### config.mk
export PLATFORM = sky130hd
export DESIGN_NAME = seg7_scan_driver_flat
export DESIGN_NICKNAME = d
export VERILOG_FILES = /design/src/rtl/seg7_scan_driver_if.sv /design/src/rtl/seg7_scan_driver.sv /design/src/flat_wrapper.sv
export SDC_FILE = /design/constraint.sdc
export NUM_CORES = 1
export LEC_CHECK = 0
export CORE_MARGIN = 3
export CORE_UTILIZATION = 52
export CTS_CLUSTER_DIAMETER = 60
export DETAILED_ROUTE_END_ITERATION = 10
export PLACE_DENSITY = 0.84
export SYNTH_ARGS = -nofsm -noshare
export SYNTH_HDL_FRONTEND = slang
export SYNTH_SLANG_ARGS = --single-unit
### constraint.sdc
create_clock -name clk -period 2.6 [get_ports clk]
set_input_delay 0.65 -clock clk [delete_from_list [all_inputs] [get_ports clk]]
set_output_delay 0.65 -clock clk [all_outputs]
set_load 0.01 [all_outputs]
### src/rtl/seg7_scan_driver_if.sv
// Display-side bundle for seg7_scan_driver: value/control inputs and scanned pin outputs.
// Decimal-point signals exist only when SEG7_DP_EN is defined.
interface seg7_scan_driver_if #(
  parameter int NUM_DIGITS = 4
);
  logic [4*NUM_DIGITS-1:0] value_in;
  logic                    load;
  logic [NUM_DIGITS-1:0]   digit_enable;
  logic                    lz_blank;
  logic [6:0]              seg_out;
  logic [NUM_DIGITS-1:0]   digit_sel;
  logic                    frame_done;
`ifdef SEG7_DP_EN
  logic [NUM_DIGITS-1:0]   dp_in;
  logic                    seg_dp;
`endif

`ifdef SEG7_DP_EN
  modport master (
    output value_in, load, digit_enable, lz_blank, dp_in,
    input  seg_out, digit_sel, frame_done, seg_dp
  );
  modport slave (
    input  value_in, load, digit_enable, lz_blank, dp_in,
    output seg_out, digit_sel, frame_done, seg_dp
  );
`else
  modport master (
    output value_in, load, digit_enable, lz_blank,
    input  seg_out, digit_sel, frame_done
  );
  modport slave (
    input  value_in, load, digit_enable, lz_blank,
    output seg_out, digit_sel, frame_done
  );
`endif
endinterface

### src/rtl/seg7_scan_driver.sv
// Time-multiplexed N-digit common-anode 7-segment driver with enable mask and leading-zero blanking.
// Optional decimal-point output is enabled by defining SEG7_DP_EN.
module seg7_scan_driver #(
  parameter int NUM_DIGITS  = 4,
  parameter int REFRESH_DIV = 50000,
  parameter int DIV_W       = 16
) (
  input logic               clk,
  input logic               rst,
  seg7_scan_driver_if.slave disp
);
  localparam int IDX_W = (NUM_DIGITS > 1) ? $clog2(NUM_DIGITS) : 1;
  localparam logic [DIV_W-1:0] DIV_LAST = DIV_W'(REFRESH_DIV - 1);
  localparam logic [IDX_W-1:0] IDX_LAST = IDX_W'(NUM_DIGITS - 1);

  logic [DIV_W-1:0]        cnt_q, cnt_d;
  logic [IDX_W-1:0]        idx_q, idx_d;
  logic [4*NUM_DIGITS-1:0] value_q, value_d;
  logic [6:0]              seg_q, seg_d;
  logic [NUM_DIGITS-1:0]   sel_q, sel_d;
  logic                    frame_q, frame_d;
  logic [NUM_DIGITS-1:0]   lz_mask;
  logic                    zero_run;
  logic [3:0]              nib;
  logic                    en_cur;
  logic                    lz_cur;
`ifdef SEG7_DP_EN
  logic                    dp_q, dp_d;
  logic                    dp_cur;
`endif

  function automatic logic [6:0] seg7_decode(input logic [3:0] n);
    logic [6:0] s;
    case (n)
      4'h0: s = 7'b1000000;
      4'h1: s = 7'b1111001;
      4'h2: s = 7'b0100100;
      4'h3: s = 7'b0110000;
      4'h4: s = 7'b0011001;
      4'h5: s = 7'b0010010;
      4'h6: s = 7'b0000010;
      4'h7: s = 7'b1111000;
      4'h8: s = 7'b0000000;
      4'h9: s = 7'b0011000;
      4'hA: s = 7'b0001000;
      4'hB: s = 7'b0000011;
      4'hC: s = 7'b1000110;
      4'hD: s = 7'b0100001;
      4'hE: s = 7'b0000110;
      default: s = 7'b0001110;
    endcase
    return s;
  endfunction

  // Prescaler, digit index and value latch
  always_comb begin
    cnt_d   = (cnt_q == DIV_LAST) ? '0 : cnt_q + DIV_W'(1);
    idx_d   = idx_q;
    if (cnt_q == DIV_LAST) begin
      idx_d = (idx_q == IDX_LAST) ? '0 : idx_q + IDX_W'(1);
    end
    frame_d = (cnt_q == DIV_LAST) && (idx_q == IDX_LAST);
    value_d = disp.load ? disp.value_in : value_q;
  end

  // A digit is a leading zero when it and every higher nibble are zero; digit 0 always shows.
  always_comb begin
    zero_run = 1'b1;
    lz_mask  = '0;
    for (int i = NUM_DIGITS - 1; i >= 0; i--) begin
      zero_run   = zero_run & (value_q[4*i +: 4] == 4'h0);
      lz_mask[i] = zero_run && (i != 0);
    end
  end

  // Output stage: decode the currently indexed digit
  always_comb begin
    nib    = 4'h0;
    en_cur = 1'b0;
    lz_cur = 1'b0;
`ifdef SEG7_DP_EN
    dp_cur = 1'b0;
`endif
    for (int i = 0; i < NUM_DIGITS; i++) begin
      if (idx_q == IDX_W'(i)) begin
        nib    = value_q[4*i +: 4];
        en_cur = disp.digit_enable[i];
        lz_cur = lz_mask[i];
`ifdef SEG7_DP_EN
        dp_cur = disp.dp_in[i];
`endif
      end
    end
    seg_d = (!en_cur || (disp.lz_blank && lz_cur)) ? 7'b1111111 : seg7_decode(nib);
    sel_d = ~(NUM_DIGITS'(1) << idx_q);
`ifdef SEG7_DP_EN
    dp_d  = en_cur ? ~dp_cur : 1'b1;
`endif
  end

  always_ff @(posedge clk) begin
    if (rst) begin
      cnt_q   <= '0;
      idx_q   <= '0;
      value_q <= '0;
      seg_q   <= 7'b1111111;
      sel_q   <= '1;
      frame_q <= 1'b0;
`ifdef SEG7_DP_EN
      dp_q    <= 1'b1;
`endif
    end else begin
      cnt_q   <= cnt_d;
      idx_q   <= idx_d;
      value_q <= value_d;
      seg_q   <= seg_d;
      sel_q   <= sel_d;
      frame_q <= frame_d;
`ifdef SEG7_DP_EN
      dp_q    <= dp_d;
`endif
    end
  end

  assign disp.seg_out    = seg_q;
  assign disp.digit_sel  = sel_q;
  assign disp.frame_done = frame_q;
`ifdef SEG7_DP_EN
  assign disp.seg_dp     = dp_q;
`endif
endmodule

### src/flat_wrapper.sv
// flat-port wrapper written by rule: the top's interface ports become plain ports
module seg7_scan_driver_flat 
#(
  parameter int NUM_DIGITS  = 4,
  parameter int REFRESH_DIV = 50000,
  parameter int DIV_W       = 16
)
  (clk, rst, disp_value_in, disp_load, disp_digit_enable, disp_lz_blank, disp_seg_out, disp_digit_sel, disp_frame_done);
  seg7_scan_driver_if #(.NUM_DIGITS(NUM_DIGITS)) disp_i ();
  input logic clk;
  input logic rst;
  input wire logic [$bits(disp_i.value_in)-1:0] disp_value_in;
  input wire logic [$bits(disp_i.load)-1:0] disp_load;
  input wire logic [$bits(disp_i.digit_enable)-1:0] disp_digit_enable;
  input wire logic [$bits(disp_i.lz_blank)-1:0] disp_lz_blank;
  output wire logic [$bits(disp_i.seg_out)-1:0] disp_seg_out;
  output wire logic [$bits(disp_i.digit_sel)-1:0] disp_digit_sel;
  output wire logic [$bits(disp_i.frame_done)-1:0] disp_frame_done;
  assign disp_i.value_in = disp_value_in;
  assign disp_i.load = disp_load;
  assign disp_i.digit_enable = disp_digit_enable;
  assign disp_i.lz_blank = disp_lz_blank;
  assign disp_seg_out = disp_i.seg_out;
  assign disp_digit_sel = disp_i.digit_sel;
  assign disp_frame_done = disp_i.frame_done;
  seg7_scan_driver #(.NUM_DIGITS(NUM_DIGITS), .REFRESH_DIV(REFRESH_DIV), .DIV_W(DIV_W)) u_core (.clk(clk), .rst(rst), .disp(disp_i));
endmodule
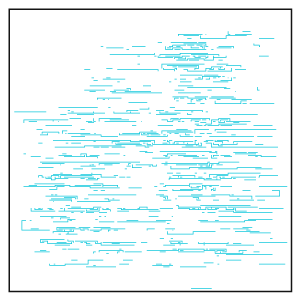
Figure 1: run 1, met1 routing.
Scale: 4 px per um.
nets with wire on the layer = 263
main direction = horizontal
wire length on this layer = 1970 um
share of all routed wire = 45%
Via Count: 1672
met1 Usage GRT: 23.4%

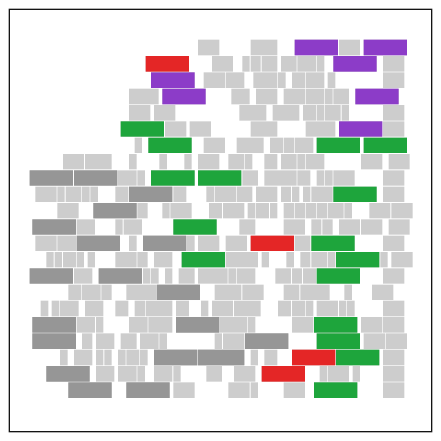
Figure 2: run 1, sequential cells coloured by netlist name.
Scale: 6 px per um. Other sequential cells in the stronger grey, the rest of the logic in the fainter grey.
red -> u_core.disp.digit_sel  # flops 4
green -> u_core.value_q  # flops 16
purple -> u_core.disp.seg_out  # flops 7
sequential cell area: 922 um2
Core Util, Final: 68.5%
P_seq: 0.748 mW
Seq area share: 35.2%

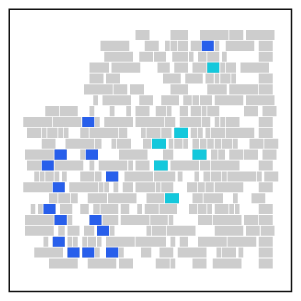
Figure 3: run 1, gate-type map.
Scale: 4 px per um.
blue -> xor and xnor cells  # cells 15, most used xor2_1
cyan -> non-inverting ao/oa cells  # cells 6, most used a221o_1, where centre
logic share of the area: 42.9%
most frequent logic cell in the layout: dfxtp_1

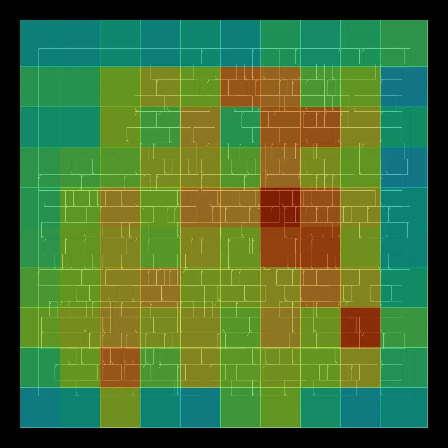
Figure 4: run 1, routing congestion map.
total track usage: 18.9%
GR Util met3: 6.33%
GR Util met2: 30.4%

## run 1: Yosys cell counts (3+ instances only)
library cell,number,area (um2)
a21oi_1,6,30.0
a22oi_1,4,30.0
xor2_1,9,78.8
mux2i_1,20,200
clkbuf_1,3,11.3
xnor2_1,6,52.6
nor2_1,42,158
nor4_1,4,25.0
o221ai_1,3,26.3
nand3_1,7,35.0
dfxtp_1,46,921
nand2b_1,4,25.0
ha_1,10,125
inv_1,9,33.8
nand2_1,11,41.3
a221o_1,3,30.0
buf_2,3,15.0
and3_1,3,18.8
and4_1,3,26.3
nand3b_1,3,22.5
## run 1: state kept, by name, indices dropped and copies added, names as in the netlist
register                cells
u_core.cnt_q               16
u_core.idx_q                2
u_core.disp.seg_out         7
u_core.disp.frame_done      1
u_core.value_q             16
u_core.disp.digit_sel       4
## run 1: report_power, final
part           switching [mW]  leakage (nW)  internal, mW
clock network           0.229        0.0452         0.190
registers              0.0172         0.377         0.731
logic                  0.0736         0.648        0.0953
## run 1: kinds of logic after synthesis
logic type / share of synthesized area, %
compound gates: 9.18
xor+xnor: 6.14
fa+ha+maj: 5.84
buf+inv: 4.56
flops: 43.0
mux: 9.88
simple gates: 21.4
## run 1: stage by stage
stage               instance area (um2)  util [%]  instances
finish                             2620      68.5        314
global route                       2620      68.5        314
CTS                                2620      68.4        314
detailed placement                 2530      66.2        306
global placement                   2530      66.2        306
floorplan                          2140         -        227
## run 1: critical path: cells and delay by family (launching register included)
| kind | cells | cell delay, ns |
|---|---|---|
| flops | 1 | 0.38 |
| fa+ha+maj | 2 | 0.48 |
| simple gates | 3 | 0.62 |
| buf+inv | 2 | 0.19 |
| compound gates | 3 | 0.68 |
## run 1: layout make-up
| type | instances | area (um2) | share of cell area, % |
|---|---|---|---|
| multi-input cells | 162 | 1120 | 42.9 |
| flip-flops and latches | 46 | 922 | 35.2 |
| repair buffers | 41 | 395 | 15.1 |
| clock buffers | 6 | 72.6 | 2.77 |
| well taps | 48 | 60.1 | 2.29 |
| inverters | 9 | 33.8 | 1.29 |
| clock inverters | 2 | 13.8 | 0.525 |
## run 1: cells in the final DEF, fill, tap and decap left out, types with 2 or more instances in the layout
cell type,n
xor2_1,9
clkdlybuf4s50_1,35
and4_1,3
nor2b_1,2
o221ai_1,3
nand2_1,11
dfxtp_1,45
a21oi_1,6
nor3b_1,2
ha_1,9
nor2_1,42
clkbuf_8,5
a221o_1,3
a311o_1,2
nand3b_1,3
and3_1,3
nand2b_1,4
buf_4,6
xnor2_1,6
nand4_1,2
inv_1,9
mux2i_1,20
nor4_1,4
nand3_1,7
a22oi_1,4
## run 1: worst paths after layout
kind	from	cells after the start	endpoint	slack [ns]
setup / recovery	u_core.idx_q[0]	10	u_core.disp.seg_out[0]	0.15
hold reg to reg	u_core.cnt_q[0]	1	u_core.cnt_q[0]	0.46
hold / removal	u_core.cnt_q[0]	1	u_core.cnt_q[0]	0.46
setup reg to reg	u_core.idx_q[0]	10	u_core.disp.seg_out[0]	0.15
==> results.cfg, run 1 <==
; flow metrics
[final_timing]
fin_skew_ns = 0.0102
hold-worst-slack_ns = 0.459
slew-limit-headroom_pct = 64.7
period_used_pct = 94.3
drv_slew = 0
clock.fmax_mhz = 408
tightest_slew_ns = 0.529
rsz0062_at_grt = false

[min_path]
hp-class = reg -> reg

[place]
hpwl_um = 3200
place.gp.congestion = 0.871
numPortBuffers = 35
place_ws_ns = 0.118

[die]
core_um2 = 3830
die_h_um = 70.2

[clock_tree]
cts_resized = 0
clock-root-buffer = clkbuf_8
clock.latency.late_pin_ns = 0.30
clockBufferDepth = 2
htree_levels = 2

[final_layout]
syn2layout_area_growth_pct = 22.5
fillers = 324

[power_and_ir_drop]
power.density_nw_per_um2 = 509
ir_drop_mv = 0.412
power_mw = 1.34

[drt]
drt-vias-per-instance = 5.32

[global_route]
grt_pass1_wl_um = 7360
grt_pass1_vias = 1596

[yosys]
ys_seq_share_pct = 43.0
yosysCellCount = 227

[flow_run]
maxCapViolations = 0

[run_status]
status = completed

[setup_path]
worstSetupPathType = reg -> reg
worst-endpoint-arrival_ns = 2.64
==> run 2, diff against run 1 <==
CORE_ASPECT_RATIO = 0.8   (was not set)
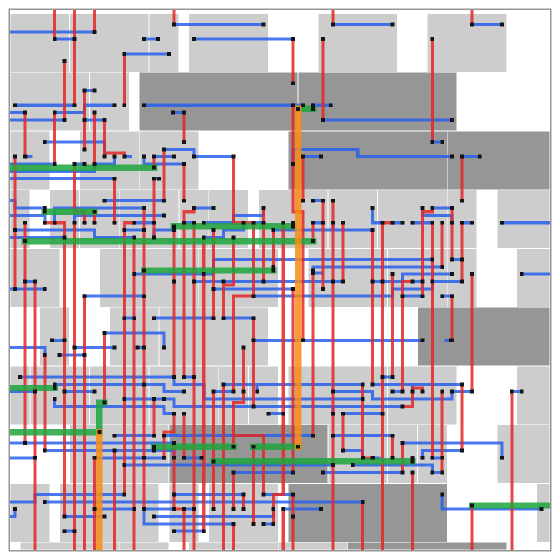
Figure 5: run 2, a small window of the routed layout.
Window x 46 to 71, y 35 to 60 um. Cells in grey, sequential cells in the stronger grey; small squares are vias.
orange -> M4
blue -> M1
green -> M3
red -> M2
netlist names of flops here include = u_core.disp.seg_out (6), u_core.disp.digit_sel (1)
cells with their middle in the window = 54
most frequent = clkdlybuf4s50_1 (8), dfxtp_1 (7)
sequential cells in the window = 7

==> results.cfg, run 2 <==
; flow metrics
[final_timing]
period_used_pct = 91.7
fin_skew_ns = 0.0116
rsz0062_at_grt = false
clock.fmax_mhz = 419
drv_slew = 0

[drt]
drt-vias-per-instance = 5.51

[final_layout]
fillers = 309
final_cell_mix = dfxtp_1 (45), nor2_1 (42), clkdlybuf4s50_1 (35)
final_core_util_pct = 67.7
lay_top_count = dfxtp_1

[power_and_ir_drop]
ir_drop_mv = 0.454
power.density_nw_per_um2 = 507

[yosys]
yosysCellCount = 227
synth.top_cell.area_share_pct = 43.0
area_leaders = dfxtp_1 (43%), mux2i_1 (9.4%), nor2_1 (7.4%)
synth_top_cell_by_count = dfxtp_1
common_cells = dfxtp_1 (46), nor2_1 (42), mux2i_1 (20), nand2_1 (11), ha_1 (10)
largest_area_cell = dfxtp_1
ys_seq_share_pct = 43.0

[setup_path]
r2r-start = u_core.idx_q[1]
worstSetupPathType = reg -> reg
crit_buf_inv = 2
critical_path.top_delay_family = AND-OR/OR-AND gates
crit_start = u_core.idx_q[1]

[clock_tree]
clock-root-buffer = clkbuf_8
htree_levels = 2
clock.latency.late_pin_ns = 0.30
cts_resized = 0
clockBufferDepth = 2

[global_route]
grt_usage_pct = 19.2
grt_pass1_vias = 1592
grt_pass1_wl_um = 7450

[die]
core_um2 = 3880
die_h_um = 63.4

[place]
dpl-instance-area_um2 = 2530
numPortBuffers = 35
place.gp.congestion = 0.866

[min_path]
worstHoldStart = u_core.cnt_q[0]

[run_status]
status = completed
[run 2: cell counts after synthesis]
No cell type changed its count.
[run 2: cells by family (layout without fill, tap and decap cells)]
kind of cell             count (synthesis)  after routing  synth area share, %
AND-OR/OR-AND                           25             25                 9.18
XOR/XNOR                                15             15                 6.14
adder cells (fa/ha/maj)                 10             10                 5.84
buffers and inverters                   19             56                 4.56
flip-flops                              46             46                 43.0
multiplexers                            21             21                 9.88
AND/OR/NAND/NOR                         91             91                 21.4
[run 2: final cells by class]
type	instances	area [um2]	share of cell area, %
Clock buffer	6	72.6	2.76
Clock inverter	1	7.51	0.286
Inverter	9	33.8	1.29
Multi-Input combinational cell	162	1130	43.2
Sequential cell	46	922	35.1
Tap cell	55	68.8	2.62
Timing Repair Buffer	40	388	14.8
[run 2: final timing paths]
check,end,slack (ns),cells past startpoint
max,u_core.disp.seg_out[3],0.21,10
min reg2reg,u_core.cnt_q[0],0.45,1
max reg2reg,u_core.disp.seg_out[3],0.21,10
min,u_core.cnt_q[0],0.45,1
[run 2: stage by stage]
step                power (mW)  std cells  setup slack (ns)  hold WS [ns]
detailed placement       0.933        312             0.130         0.438
global placement         0.927        312             0.247         0.427
CTS                       1.34        319             0.100         0.450
global route              1.39        319            0.0389         0.468
floorplan                0.856        227             0.191         0.412
finish                    1.33        319             0.215         0.446
[run 2: metal layers]
| layer | share of wire (%) | track usage (%) | vias up |
|---|---|---|---|
| li1 | - | - | 865 |
| met5 | 0 | 0 | - |
| met2 | 44 | 27.7 | 58 |
| met4 | 2.3 | 8.89 | 0 |
| met1 | 48 | 26.2 | 823 |
| met3 | 6.3 | 5.57 | 13 |
[run 2: report_power, final]
group          internal [mW]  total, mW  switching, mW
logic                 0.0948      0.170         0.0753
clock network          0.184      0.414          0.229
registers              0.731      0.749         0.0178
Power figures rest on the tool's default switching activity, not on a simulated workload.
